==> run_1/final_congestion.png <==
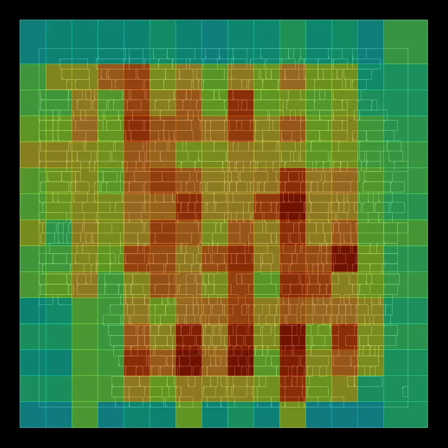
==> run_1/met2.png <==
Drawn at 2 px/um. Cells faint in the background.
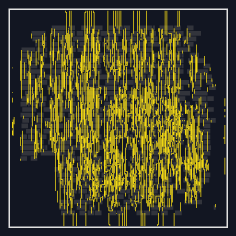
==> run_1/zoom.png <==
Region (34, 56) to (74, 96) um. Cells in grey, sequential cells in the stronger grey; small squares are vias.
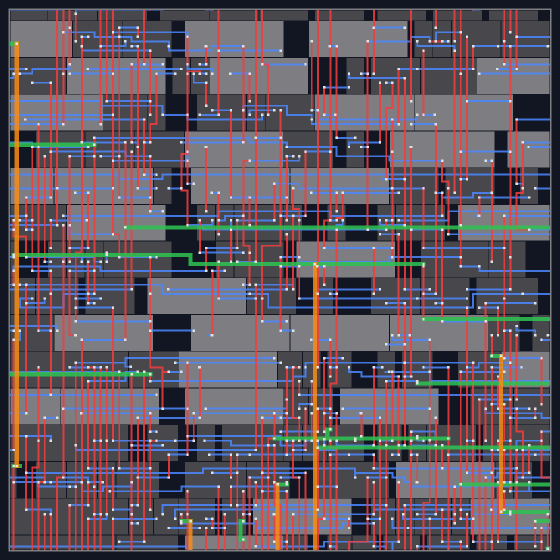
`config.mk`:
```
export PLATFORM = sky130hd
export DESIGN_NAME = ms_to_bcd_time
export DESIGN_NICKNAME = d
export VERILOG_FILES = /design/src/rtl/clock_pkg.sv /design/src/rtl/ms_to_bcd_time.sv
export SDC_FILE = /design/constraint.sdc
export NUM_CORES = 1
export LEC_CHECK = 0
export CORE_MARGIN = 5
export CORE_UTILIZATION = 61
export DETAILED_ROUTE_END_ITERATION = 10
export PLACE_DENSITY = 0.86
export SYNTH_ARGS = -nofsm -noshare
export SYNTH_HDL_FRONTEND = slang
export SYNTH_SLANG_ARGS = --single-unit
```
`constraint.sdc`:
```
create_clock -name CLK -period 7.7 [get_ports CLK]
set_input_delay 1.54 -clock CLK [delete_from_list [all_inputs] [get_ports CLK]]
set_output_delay 1.54 -clock CLK [all_outputs]
set_load 0.02 [all_outputs]
```
`src/rtl/clock_pkg.sv`:
```
`default_nettype none
// ============================================================================
// Module   : clock_pkg
// Brief    : Shared constants and types for the clock/timer/stopwatch display path.
// Revision : 1.0 - initial release
// ============================================================================
package clock_pkg;

    localparam int unsigned MS_PER_DAY = 32'd86_400_000;

    // Place weights for h1 h0 m1 m0 s1 s0 k2 k1; k0 is the final remainder.
    localparam int unsigned WEIGHTS [0:7] = '{
        32'd36_000_000, 32'd3_600_000, 32'd600_000, 32'd60_000,
        32'd10_000,     32'd1_000,     32'd100,     32'd10
    };

    typedef logic [3:0] bcd_t;

    typedef enum logic [0:0] {
        ST_IDLE = 1'b0,
        ST_CONV = 1'b1
    } state_t;

endpackage
`default_nettype wire

```
`src/rtl/ms_to_bcd_time.sv`:
```
`default_nettype none
// ============================================================================
// Module   : ms_to_bcd_time
// Brief    : Iterative binary-ms to h1 h0:m1 m0:s1 s0.k2 k1 k0 BCD converter,
//            one weighted compare/subtract per cycle. Optional range check
//            enabled by defining MS_TO_BCD_OVF_EN.
// Revision : 1.0 - initial release
// ============================================================================
module ms_to_bcd_time
    import clock_pkg::*;
#(
    parameter int MS_W = 27
) (
    input  logic            CLK,
    input  logic            RST,
    input  logic            start,
    input  logic [MS_W-1:0] ms_in,
    output logic            busy,
    output logic            done,
    output logic            err,
    output logic [3:0]      h1,
    output logic [3:0]      h0,
    output logic [3:0]      m1,
    output logic [3:0]      m0,
    output logic [3:0]      s1,
    output logic [3:0]      s0,
    output logic [3:0]      k2,
    output logic [3:0]      k1,
    output logic [3:0]      k0
);

    localparam logic [2:0] c_last_idx = 3'd7;

    state_t          r_state;
    state_t          w_state_nxt;
    logic [MS_W-1:0] r_rem;
    logic [MS_W-1:0] w_weight;
    logic [2:0]      r_idx;
    bcd_t            r_acc;
    bcd_t            r_stage [0:8];
    bcd_t            r_dig   [0:8];
    logic            r_pend;
    logic            r_done;
    logic            w_ge;
    logic            w_last;
    logic            w_accept;
    logic            w_ovf;

    assign w_weight = MS_W'(WEIGHTS[r_idx]);
    assign w_ge     = (r_rem >= w_weight);
    assign w_last   = (r_idx == c_last_idx);
    assign w_accept = (r_state == ST_IDLE) && start;

    always_ff @(posedge CLK) begin
        if (RST) begin
            r_state <= ST_IDLE;
        end else begin
            r_state <= w_state_nxt;
        end
    end

    always_comb begin
        w_state_nxt = r_state;
        case (r_state)
            ST_IDLE: if (start && !w_ovf)   w_state_nxt = ST_CONV;
            ST_CONV: if (!w_ge && w_last)   w_state_nxt = ST_IDLE;
        endcase
    end

    // Results collect in r_stage and are published one edge after the last
    // compare, so the digit outputs always switch as one complete time.
    always_ff @(posedge CLK) begin
        if (RST) begin
            r_rem  <= '0;
            r_idx  <= '0;
            r_acc  <= '0;
            r_pend <= 1'b0;
            r_done <= 1'b0;
            for (int i = 0; i < 9; i++) begin
                r_stage[i] <= '0;
                r_dig[i]   <= '0;
            end
        end else begin
            r_pend <= 1'b0;
            r_done <= r_pend;
            if (r_pend) begin
                r_dig <= r_stage;
            end
            if (w_accept) begin
                r_rem <= ms_in;
                r_idx <= '0;
                r_acc <= '0;
                if (w_ovf) begin
                    for (int i = 0; i < 9; i++) begin
                        r_stage[i] <= '0;
                    end
                    r_pend <= 1'b1;
                end
            end else if (r_state == ST_CONV) begin
                if (w_ge) begin
                    r_rem <= r_rem - w_weight;
                    r_acc <= r_acc + 4'd1;
                end else begin
                    r_stage[{1'b0, r_idx}] <= r_acc;
                    r_acc <= '0;
                    r_idx <= r_idx + 3'd1;
                    if (w_last) begin
                        r_stage[8] <= r_rem[3:0];
                        r_pend     <= 1'b1;
                    end
                end
            end
        end
    end

`ifdef MS_TO_BCD_OVF_EN
    logic r_err;

    assign w_ovf = (ms_in >= MS_W'(MS_PER_DAY));

    always_ff @(posedge CLK) begin
        if (RST) begin
            r_err <= 1'b0;
        end else if (w_accept) begin
            r_err <= w_ovf;
        end
    end

    assign err = r_err;
`else
    assign w_ovf = 1'b0;
    assign err   = 1'b0;
`endif

    assign busy = (r_state == ST_CONV);
    assign done = r_done;
    assign h1   = r_dig[0];
    assign h0   = r_dig[1];
    assign m1   = r_dig[2];
    assign m0   = r_dig[3];
    assign s1   = r_dig[4];
    assign s0   = r_dig[5];
    assign k2   = r_dig[6];
    assign k1   = r_dig[7];
    assign k0   = r_dig[8];

endmodule
`default_nettype wire

```
==> metrics.cfg, run 1 <==
[timing]
setup-tns-final_ns = 0
fmax_mhz = 203
hold-worst-slack_ns = 0.473
skew_ns = 0.0125
period_needed_ns = 4.93

[layout]
final_cell_count_no_fill = 824
diodes = 0
flop_area_mm2 = 0.00218

[setup_path]
startpoint_type = register

[route]
dr.first_iter.drc_count = 367
wl_met2_mm = 6.81

[hold_path]
hold_path_class = register to register

[clock_network]
cts_resized = 0
cts_buffers = 9
h-tree-depth = 3
clock_path_buffers = 2
worstSkewPairLatency_ns = 0.37
cts.sinks = 109

[logic_synthesis]
ys_seq_share_pct = 37.1
edf_count = 0
yosysTopAreaCellShare_pct = 37.1
area_leaders = dfxtp_1 (37%), mux2i_1 (13%), ha_1 (6.6%), nor2_1 (6.2%), a21oi_1 (3.9%)
synth_nets = 710
synth_top_cell_by_count = dfxtp_1
synthMuxAreaShare_pct = 12.7
ys.flops = 109

[outcome]
outcome = complete, no violations

[placed_design]
placed_cell_area_mm2 = 0.00658
dp.cells = 808

[die]
core_area_mm2 = 0.00933

[grt]
antenna_found_initial = 0

Notes on final_congestion.png above:
Util after Layout: 72.7%
All-Layer GR Usage: 24.7%
met2 GRT Util: 40.1%
wire length per cell: 17.4 um
routing usage on met3: 4.90%

Notes on met2.png above:
share of all routed wire = 48%
wire length on this layer = 6810 um
longest straight run = 39.1 um
Routed WL: 14.3 mm
routed vias: 4970

Notes on zoom.png above:
red -> met2
green -> met3
orange -> met4
blue -> met1
sequential cells in the window = 30
netlist names of flops here include = r_stage (11), m0 (3), r_rem (3)
cells with their middle in the window = 125
most frequent = dfxtp_1 (29), mux2i_1 (25), nor2_1 (25)

==> run 1: worst max-delay path: stages (launching register included) <==
cell      delay (ns)
dfxtp_1         0.73
inv_1           0.39
ha_1            0.44
nor2b_1         0.19
a21oi_1         0.07
ha_1            0.43
nand2_1         0.07
o21ai_0         0.37
a21boi_0        0.25
nand2_1         0.17
nor4b_4         0.06
buf_4           0.23
o21a_4          0.32
nor2_2          0.77
a221oi_1        0.24
==> run 1: registers in the layout, summed over array words and instances, names as in the netlist <==
name and count:
busy 1, done 1, h0 4, h1 4, k0 4, k1 4, k2 4, m0 4
m1 4, r_acc 4, r_idx 3, r_pend 1, r_rem 27, r_stage 36, s0 4, s1 4
==> run 1: report_power, final <==
part / total [mW] / internal (mW) / switching, mW / leakage (nW)
clock network: 0.344 / 0.129 / 0.215 / 0.0990
logic: 0.591 / 0.225 / 0.366 / 1.73
registers: 0.624 / 0.595 / 0.0289 / 0.885
total: 1.56 / 0.949 / 0.610 / 2.71
==> run 1: stage by stage <==
stage | util, % | worst slack, ns
finish | 72.7 | 2.77
global route | 72.7 | 2.37
CTS | 72.7 | 2.85
detailed placement | 70.5 | 2.86
global placement | 70.5 | 3.05
floorplan | - | 3.75
==> run 1: area by class of cell <==
type                       instances  share of cell area (%)
multi-input combinational        478                    50.9
clock inverter                     7                    1.18
clock buffer                       9                    1.83
tap                              129                    2.38
sequential                       109                    32.2
inverter                          20                    1.11
timing repair buffer              72                    10.4
==> run 1: layer usage <==
layer	up-vias	track usage [%]
li1	2383	-
met1	2360	33.2
met2	199	40.1
met3	28	4.90
met4	0	7.75
met5	-	0
==> run 1: path summary, 6_finish.rpt <==
path | endpoint | slack (ns) | cells past startpoint | from
setup / recovery | r_rem[23] | 2.77 | 14 | r_idx[1]
hold / removal | r_rem[24] | 0.47 | 2 | r_rem[24]
setup reg to reg | r_rem[23] | 2.77 | 14 | r_idx[1]
hold reg to reg | r_rem[24] | 0.47 | 2 | r_rem[24]
==> run 1: cell usage in the layout (no fill, tap or decap), types with 3 or more instances in the layout <==
master / netlist / layout
a221oi_1: 3 / 3
o21ai_0: 25 / 25
a21o_1: 7 / 7
or2_2: 3 / 3
o211ai_1: 4 / 4
and2_1: 3 / 3
o21a_1: 3 / 3
a21oi_1: 46 / 45
mux2i_1: 75 / 75
nor2_1: 98 / 98
nor2b_1: 7 / 6
clkdlybuf4s50_1: 0 / 66
a311oi_1: 5 / 5
and3_1: 6 / 6
ha_1: 31 / 31
a311oi_2: 3 / 3
a211oi_1: 8 / 8
nand2b_1: 6 / 6
o21bai_1: 3 / 3
clkbuf_8: 0 / 9
xor2_1: 9 / 9
buf_4: 1 / 6
nor4_1: 5 / 5
a211oi_2: 7 / 7
a31oi_1: 4 / 4
xnor2_1: 11 / 11
nand2_1: 39 / 39
nand3_1: 10 / 10
a211o_1: 3 / 3
nor3_1: 10 / 10
or3_1: 4 / 4
dfxtp_1: 109 / 108
o2111ai_4: 8 / 8
inv_1: 20 / 20
==> run 1: cells by family after synthesis <==
group,after synthesis
xor gates and xnor gates,20
adders and majority gates,32
muxes,75
DFF,109
buffers and inverters,61
AOI/OAI and AO/OA,150
other,1
and+or+nand+nor,200
==> run_1/registers.png <==
Drawn at 4 px/um. Other sequential cells in the stronger grey, the rest of the logic in the fainter grey.
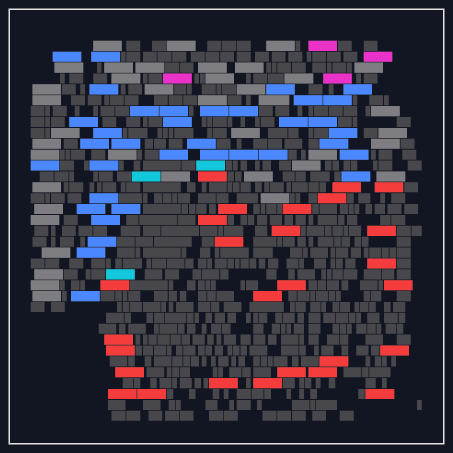

## Run 2: what changed since run 1
- CORE_UTILIZATION: 61 -> 56
- PLACE_DENSITY: 0.86 -> 0.8
- clock period: 7.7 -> 4.6 ns (I/O delays scaled with it)
==> run_2/registers.png <==
Drawn at 4 px/um. Other sequential cells in the stronger grey, the rest of the logic in the fainter grey.
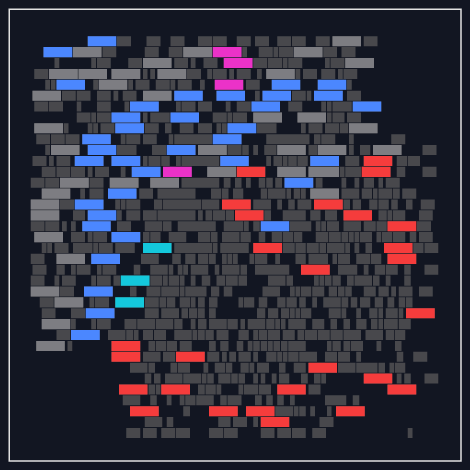
blue -> r_stage  # placed flops 36
red -> r_rem  # placed flops 27
cyan -> r_idx  # placed flops 3
magenta -> s0  # placed flops 4, where north
not coloured = 39
Seq area share: 31.9%
Util after Layout: 66.5%

==> run 2 against run 1 <==
Compared with the run above: sequential share of layout area decreased by 0.27 points; via count rose by 0.46%; die area is 8.1% higher; clock-buffer cell count stayed put; core utilization fell by 6.2 points; non-clock buffer count increased by 6; sequential power increased by 67%; area after synthesis unchanged; total power is 71% higher; final area up 0.83%; largest power group unchanged.
==> metrics.cfg, run 2 <==
[outcome]
outcome = complete, no violations

[route]
routed_wl_mm = 14.6  ; +1.6%
wl_per_cell_um = 17.4  ; about the same
vias = 4993  ; +0.46%
dr.first_iter.drc_count = 308  ; -16%

[grt]
grtUsageMet2_pct = 37.7  ; -2.4 points
track_usage_pct = 22.8  ; -1.9 points
grt_util_met3_pct = 5.50  ; +0.60 points
globalRouteMet1Util_pct = 28.4  ; -4.9 points

[power]
pwr-share-clk_pct = 22.8  ; +0.7 points
combPwrFrac_pct = 37.9  ; about the same
p_switching_mw = 1.01  ; +66%
intPower_mw = 1.64  ; +73%

[setup_path]
max_stage_delay_ns = 0.49  ; -0.28 ns
critical_path.cell_chain = ha_1 -> ha_1 -> ha_1 -> inv_1 -> fa_1 -> a21o_1 -> a311oi_2 -> or3_1 -> nand2_1 -> nor4b_4 -> buf_4 -> o2111ai_4 -> mux2i_1 -> nor2_1
startpoint_type = register
crit_family = adder cells
crit_path_top_delay_cell = dfxtp_1
path_buffers = 2  ; unchanged

[clock_network]
cts.sinks = 109  ; unchanged
cts_buffers = 9  ; unchanged
clock_path_buffers = 2  ; unchanged

[logic_synthesis]
edf_count = 0  ; unchanged
area_leaders = dfxtp_1 (37%), mux2i_1 (13%), ha_1 (6.6%), nor2_1 (6.2%), a21oi_1 (3.9%)

[layout]
largest_reg_flops = 36  ; unchanged
largest_register = r_stage
final_cell_count_no_fill = 837  ; +1.6%

[timing]
skew_ns = 0.0170  ; +0.00443 ns
setup-tns-final_ns = 0  ; unchanged
fmax_mhz = 242  ; +19%
period_needed_ns = 4.14  ; -0.793 ns

[hold_path]
hold_path_class = register to register

==> run_2/zoom.png <==
Region (36, 59) to (76, 99) um. Cells in grey, sequential cells in the stronger grey; small squares are vias.
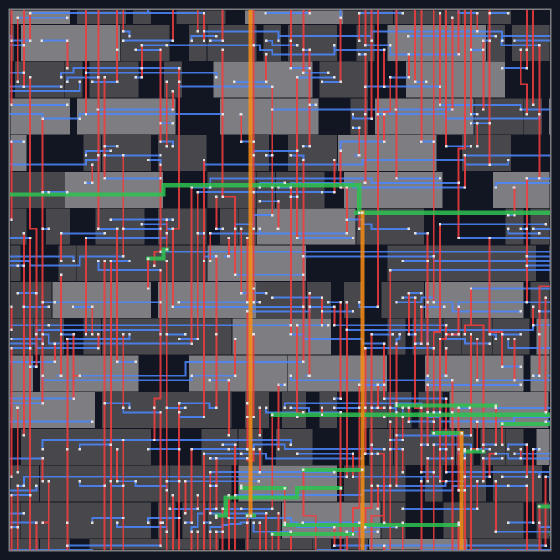
orange -> met4
red -> met2
green -> met3
blue -> met1
netlist names of flops here include = r_stage (11), r_acc (3), r_rem (3)
cells with their middle in the window = 107
most frequent = dfxtp_1 (26), nor2_1 (19), mux2i_1 (19)
sequential cells in the window = 26

==> run 2: layer usage <==
| metal | up-vias | wire (um) |
|---|---|---|
| met3 | 44 | 813 |
| met5 | - | 0 |
| met1 | 2380 | 6340 |
| li1 | 2403 | - |
| met4 | 0 | 460 |
| met2 | 166 | 6940 |
==> run 2: cell families (layout without fill, tap and decap cells) <==
family | count (synthesis) | in the layout | share of synthesized area [%]
AND/OR/NAND/NOR | 200 | 200 | 15.5
AND-OR/OR-AND | 150 | 150 | 20.3
flip-flops | 109 | 109 | 37.1
multiplexers | 75 | 75 | 12.7
buffers and inverters | 61 | 114 | 4.42
adder cells (fa/ha/maj) | 32 | 32 | 6.93
XOR/XNOR | 20 | 20 | 2.97
other | 1 | 1 | 0.0637
==> run 2: layout make-up <==
class | instances | area [um^2] | share of cell area, %
Tap cell | 136 | 170 | 2.49
Clock buffer | 9 | 124 | 1.81
Multi-Input combinational cell | 478 | 3450 | 50.5
Timing Repair Buffer | 78 | 751 | 11.0
Inverter | 20 | 75.1 | 1.10
Clock inverter | 7 | 82.6 | 1.21
Sequential cell | 109 | 2180 | 31.9
==> run 2: tightest hold or removal path: stages, from the launching register on <==
cell,delay [ns]
dfxtp_1,0.34
inv_1,0.05
a21oi_1,0.05
==> run 2: final timing paths <==
check	slack, ns	to	depth (start not counted)	startpoint
worst max register to register	0.46	r_stage[8]	14	r_idx[1]
worst min-delay path	0.47	r_rem[24]	2	r_rem[24]
worst max-delay path	0.46	r_stage[8]	14	r_idx[1]
worst min register to register	0.47	r_rem[24]	2	r_rem[24]
==> run 2: power by group through the flow <==
stage / Sequential, mW / Clock (mW) / Combinational (mW)
CTS: 1.04 / 0.615 / 0.997
global route: 1.05 / 0.654 / 1.11
global placement: 1.06 / 0 / 0.961
finish: 1.04 / 0.608 / 1.01
floorplan: 1.05 / 0 / 0.794
detailed placement: 1.06 / 0 / 0.989
==> run 2: through the flow <==
stage	power, mW	worst slack (ns)	hold WS (ns)
global placement	2.02	0.646	0.449
finish	2.66	0.461	0.467
detailed placement	2.05	0.506	0.451
global route	2.81	0.137	0.499
CTS	2.65	0.459	0.468
floorplan	1.84	0.654	0.428
Power figures rest on the tool's default switching activity, not on a simulated workload.
